Figure 1. Placed standard cells.
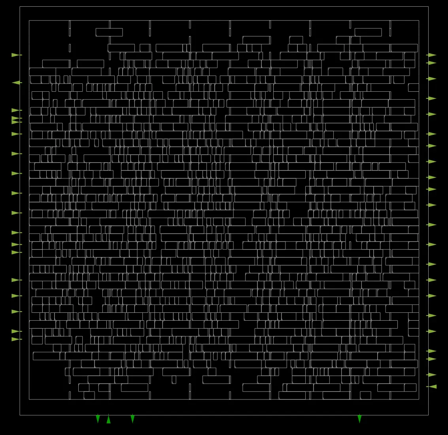
Figure 2. Signal wires on met2.
Drawn at 3 px/um. Cells faint in the background.
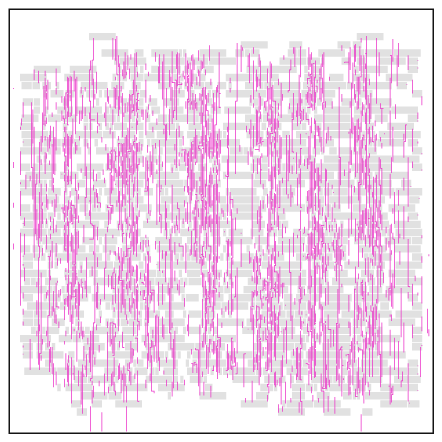
**config.mk**
```make
export PLATFORM = sky130hd
export DESIGN_NAME = cic_interpolator
export DESIGN_NICKNAME = d
export VERILOG_FILES = /design/src/rtl/cic_interpolator.sv
export SDC_FILE = /design/constraint.sdc
export NUM_CORES = 1
export LEC_CHECK = 0
export CORE_MARGIN = 3
export CORE_UTILIZATION = 60
export CTS_BUF_LIST = sky130_fd_sc_hd__clkbuf_2 sky130_fd_sc_hd__clkbuf_4 sky130_fd_sc_hd__clkbuf_8
export CTS_CLUSTER_DIAMETER = 60
export DETAILED_ROUTE_END_ITERATION = 7
export HOLD_SLACK_MARGIN = 0.1
export PLACE_DENSITY = 0.83
export SKIP_CTS_REPAIR_TIMING = 1
export SLEW_MARGIN = 20
export SYNTH_ARGS = -nofsm -noshare
export SYNTH_HDL_FRONTEND = slang
export SYNTH_SLANG_ARGS = --single-unit
```
**constraint.sdc**
```tcl
create_clock -name clk -period 8 [get_ports clk]
set_clock_uncertainty 0.15 [all_clocks]
set_input_delay 1.6 -clock clk [delete_from_list [all_inputs] [get_ports clk]]
set_output_delay 1.6 -clock clk [all_outputs]
set_load 0.01 [all_outputs]
```
**src/rtl/cic_interpolator.sv**
```systemverilog
`timescale 1ns/1ps
// cic_interpolator
//   N-stage CIC interpolation filter with ratio R = 2**RLOG2.
//   Combs run once per input slot (phase 0). A zero-stuffer register
//   feeds the integrator chain, which runs at the full clk rate.
//   Optional build macro CIC_INT_HOLD_EN: when a phase-0 slot arrives
//   without a valid sample, the comb chain is fed the last accepted sample
//   instead of zero.
module cic_interpolator #(
  parameter  int N     = 3,
  parameter  int RLOG2 = 3,
  parameter  int IN_W  = 16,
  localparam int ACC_W = IN_W + (N - 1) * RLOG2
) (
  input  logic                    clk,
  input  logic                    rst_n,
  input  logic signed [IN_W-1:0]  in_data,
  input  logic                    in_valid,
  output logic                    in_ready,
  output logic signed [ACC_W-1:0] out_data,
  output logic                    out_valid,
  output logic                    underrun
);

  logic [RLOG2-1:0]        phase_r;
  logic                    fire_s;
  logic                    accept_s;
  logic                    starve_s;
  logic signed [ACC_W-1:0] sample_s;
  logic signed [ACC_W-1:0] x_s;
  logic signed [ACC_W-1:0] comb_in_s [N];
  logic signed [ACC_W-1:0] comb_acc_s;
  logic signed [ACC_W-1:0] delay_r   [N];
  logic signed [ACC_W-1:0] stuff_r;
  logic signed [ACC_W-1:0] integ_r   [N];
  logic signed [ACC_W-1:0] out_r;
  logic                    out_valid_r;
  logic                    underrun_r;

  // Slot decode: phase 0 is the single input slot of each R-cycle frame.
  assign fire_s   = (phase_r == {RLOG2{1'b0}});
  assign accept_s = fire_s & in_valid;
  assign starve_s = fire_s & ~in_valid;
  assign sample_s = ACC_W'(in_data);
  assign in_ready = fire_s;

  // Free-running phase counter; wraps naturally since R is a power of two.
  always_ff @(posedge clk or negedge rst_n) begin
    if (!rst_n) begin
      phase_r <= {RLOG2{1'b0}};
    end else begin
      phase_r <= phase_r + RLOG2'(1);
    end
  end

`ifdef CIC_INT_HOLD_EN
  logic signed [ACC_W-1:0] last_r;

  // Remember the most recently accepted sample to fill starved slots.
  always_ff @(posedge clk or negedge rst_n) begin
    if (!rst_n) begin
      last_r <= {ACC_W{1'b0}};
    end else if (accept_s) begin
      last_r <= sample_s;
    end else begin
      last_r <= last_r;
    end
  end

  // Comb input: fresh sample when valid, otherwise repeat the last one.
  always_comb begin
    x_s = {ACC_W{1'b0}};
    if (in_valid) begin
      x_s = sample_s;
    end else begin
      x_s = last_r;
    end
  end
`else
  // Comb input: fresh sample when valid, otherwise inject a zero sample.
  always_comb begin
    x_s = {ACC_W{1'b0}};
    if (in_valid) begin
      x_s = sample_s;
    end else begin
      x_s = {ACC_W{1'b0}};
    end
  end
`endif

  // Comb chain: each stage subtracts its own delayed input.
  always_comb begin
    comb_acc_s = x_s;
    for (int k = 0; k < N; k++) begin
      comb_in_s[k] = comb_acc_s;
      comb_acc_s   = comb_acc_s - delay_r[k];
    end
  end

  // Comb delay registers advance only in the input slot.
  always_ff @(posedge clk or negedge rst_n) begin
    if (!rst_n) begin
      for (int k = 0; k < N; k++) begin
        delay_r[k] <= {ACC_W{1'b0}};
      end
    end else if (fire_s) begin
      for (int k = 0; k < N; k++) begin
        delay_r[k] <= comb_in_s[k];
      end
    end else begin
      for (int k = 0; k < N; k++) begin
        delay_r[k] <= delay_r[k];
      end
    end
  end

  // Zero-stuffer: comb result in the input slot, zero in the other R-1 cycles.
  always_ff @(posedge clk or negedge rst_n) begin
    if (!rst_n) begin
      stuff_r <= {ACC_W{1'b0}};
    end else if (fire_s) begin
      stuff_r <= comb_acc_s;
    end else begin
      stuff_r <= {ACC_W{1'b0}};
    end
  end

  // Integrator chain at clk rate; each stage adds the previous stage's old value.
  always_ff @(posedge clk or negedge rst_n) begin
    if (!rst_n) begin
      for (int k = 0; k < N; k++) begin
        integ_r[k] <= {ACC_W{1'b0}};
      end
    end else begin
      integ_r[0] <= integ_r[0] + stuff_r;
      for (int k = 1; k < N; k++) begin
        integ_r[k] <= integ_r[k] + integ_r[k-1];
      end
    end
  end

  // Output register and status flags (out_valid sticky after first accept).
  always_ff @(posedge clk or negedge rst_n) begin
    if (!rst_n) begin
      out_r       <= {ACC_W{1'b0}};
      out_valid_r <= 1'b0;
      underrun_r  <= 1'b0;
    end else begin
      out_r       <= integ_r[N-1];
      out_valid_r <= out_valid_r | accept_s;
      underrun_r  <= starve_s;
    end
  end

  assign out_data  = out_r;
  assign out_valid = out_valid_r;
  assign underrun  = underrun_r;

endmodule

```
==> impl_metrics.json <==
{
  "outcome": "completed",
  "yosys.area.top_type": "dfrtp_1",
  "numCtsBuffers": 17,
  "cts_tree": "built",
  "wl_per_cell_um": 13.2,
  "portBuffers": 43,
  "critPathMaxFanout": 6,
  "cp-end-kind": "flop",
  "maxCapViolCount": 0,
  "synth_area_sq_um": 10900,
  "grt_usage_pct": 20.2,
  "clk_path_buf_depth": 2,
  "critPathLaunchType": "input port",
  "warnings": 29,
  "fp_nets": 1305,
  "met3_usage_pct": 3.26,
  "critPathKind": "input port to flop",
  "synthFlopType": "dfrtp_1",
  "syn_to_final_growth_pct": 10.1,
  "ys_warn_count": 0,
  "yosys-top-cells-area": "dfrtp_1, ha_1, xnor2_1",
  "first_pass_iters": 5,
  "worstSkewPairLatency_ns": 0.47,
  "dp_hpwl_mm": 14.2,
  "edf_count": 0,
  "grt_pass1_vias": 8064,
  "die_h_um": 141,
  "grt_first_pass_wirelength_mm": 33.8,
  "grt_remaining_overflow": 0,
  "clk_pin_slew_ns": 0.09,
  "arrival_ns": 7.48,
  "drc": 0,
  "fp_util_pct": 62.2,
  "drt-met1-wl_mm": 8.65,
  "ys_cells": 1157,
  "worstMarginPinSlew_ns": 0.929,
  "drive_gt1_share_pct": 5.16,
  "synth_top_cell_by_count": "dfrtp_1",
  "grt_setup_unrepaired": "no",
  "top_usage_layer": "met2",
  "cp.required_ns": 8.24,
  "fmax_mhz": 138,
  "synth_seq_share_pct": 40.2,
  "ant_nets": 0,
  "setup_viol": 0,
  "core_region_area_sq_um": 17500,
  "path_buffers": 2
}
-- Figure 1 (at the start) --
Non-Filler Instances: 1445
final core utilization: 68.5%
Flops: 175

-- Figure 2 (at the start) --
nets with wire on the layer	1136
longest straight run	43.5 um
wire length on this layer	9400 um

[final timing paths]
kind	cells after the start	start	to	slack, ns
hold / removal	0	integ_r[7]	out_data[7]	0.24
max in group asynchronous	2	rst_n	delay_r[28]	5.22
setup / recovery	26	in_data[0]	stuff_r[21]	0.76
setup reg to reg	24	delay_r[44]	stuff_r[21]	2.06
hold reg to reg	0	integ_r[7]	out_data[7]	0.24
min in group asynchronous	1	rst_n	out_data[3]	1.10
[per-stage QoR]
step	setup slack [ns]	hold WS [ns]	cell area [sq um]	cells
after floorplan	1.10	0.210	10900	1157
after CTS	0.548	0.241	12000	1445
after detailed placement	0.0409	0.217	11600	1413
after global placement	0.211	0.214	11600	1413
after global routing	0.319	0.249	12000	1445
final	0.755	0.237	12000	1445
[area by class of cell]
type	instances	area, sq um	share of cell area (%)
Clock buffer	18	241	2.01
Clock inverter	14	169	1.41
Inverter	100	375	3.13
Multi-Input combinational cell	865	6090	50.7
Sequential cell	175	4380	36.5
Tap cell	225	282	2.35
Timing Repair Buffer	48	472	3.93
[state kept, by name, summed over array words and instances, names as in the netlist]
signal	count
integ_r	66
delay_r	60
out_data	22
stuff_r	22
phase_r	3
out_valid	1
underrun	1
[cells in the final DEF, fill, tap and decap left out, drive strengths merged, types with 9 or more instances in the layout]
master	instances
a211oi	10
a21o	28
a21oi	80
and2	15
clkbuf	18
clkdlybuf4s50	41
dfrtp	175
ha	123
inv	108
mux2	9
nand2	93
nand2b	23
nand3	11
nor2	92
nor2b	15
nor3	34
o21a	19
o21ai	104
o21bai	9
or3	9
xnor2	67
xor2	29
[kinds of logic after synthesis]
kind of cell,synth area share (%)
flops,40.2
fa+ha+maj,15.2
xor+xnor,7.71
mux,1.15
simple gates,13.6
buf+inv,4.03
compound gates,18.1
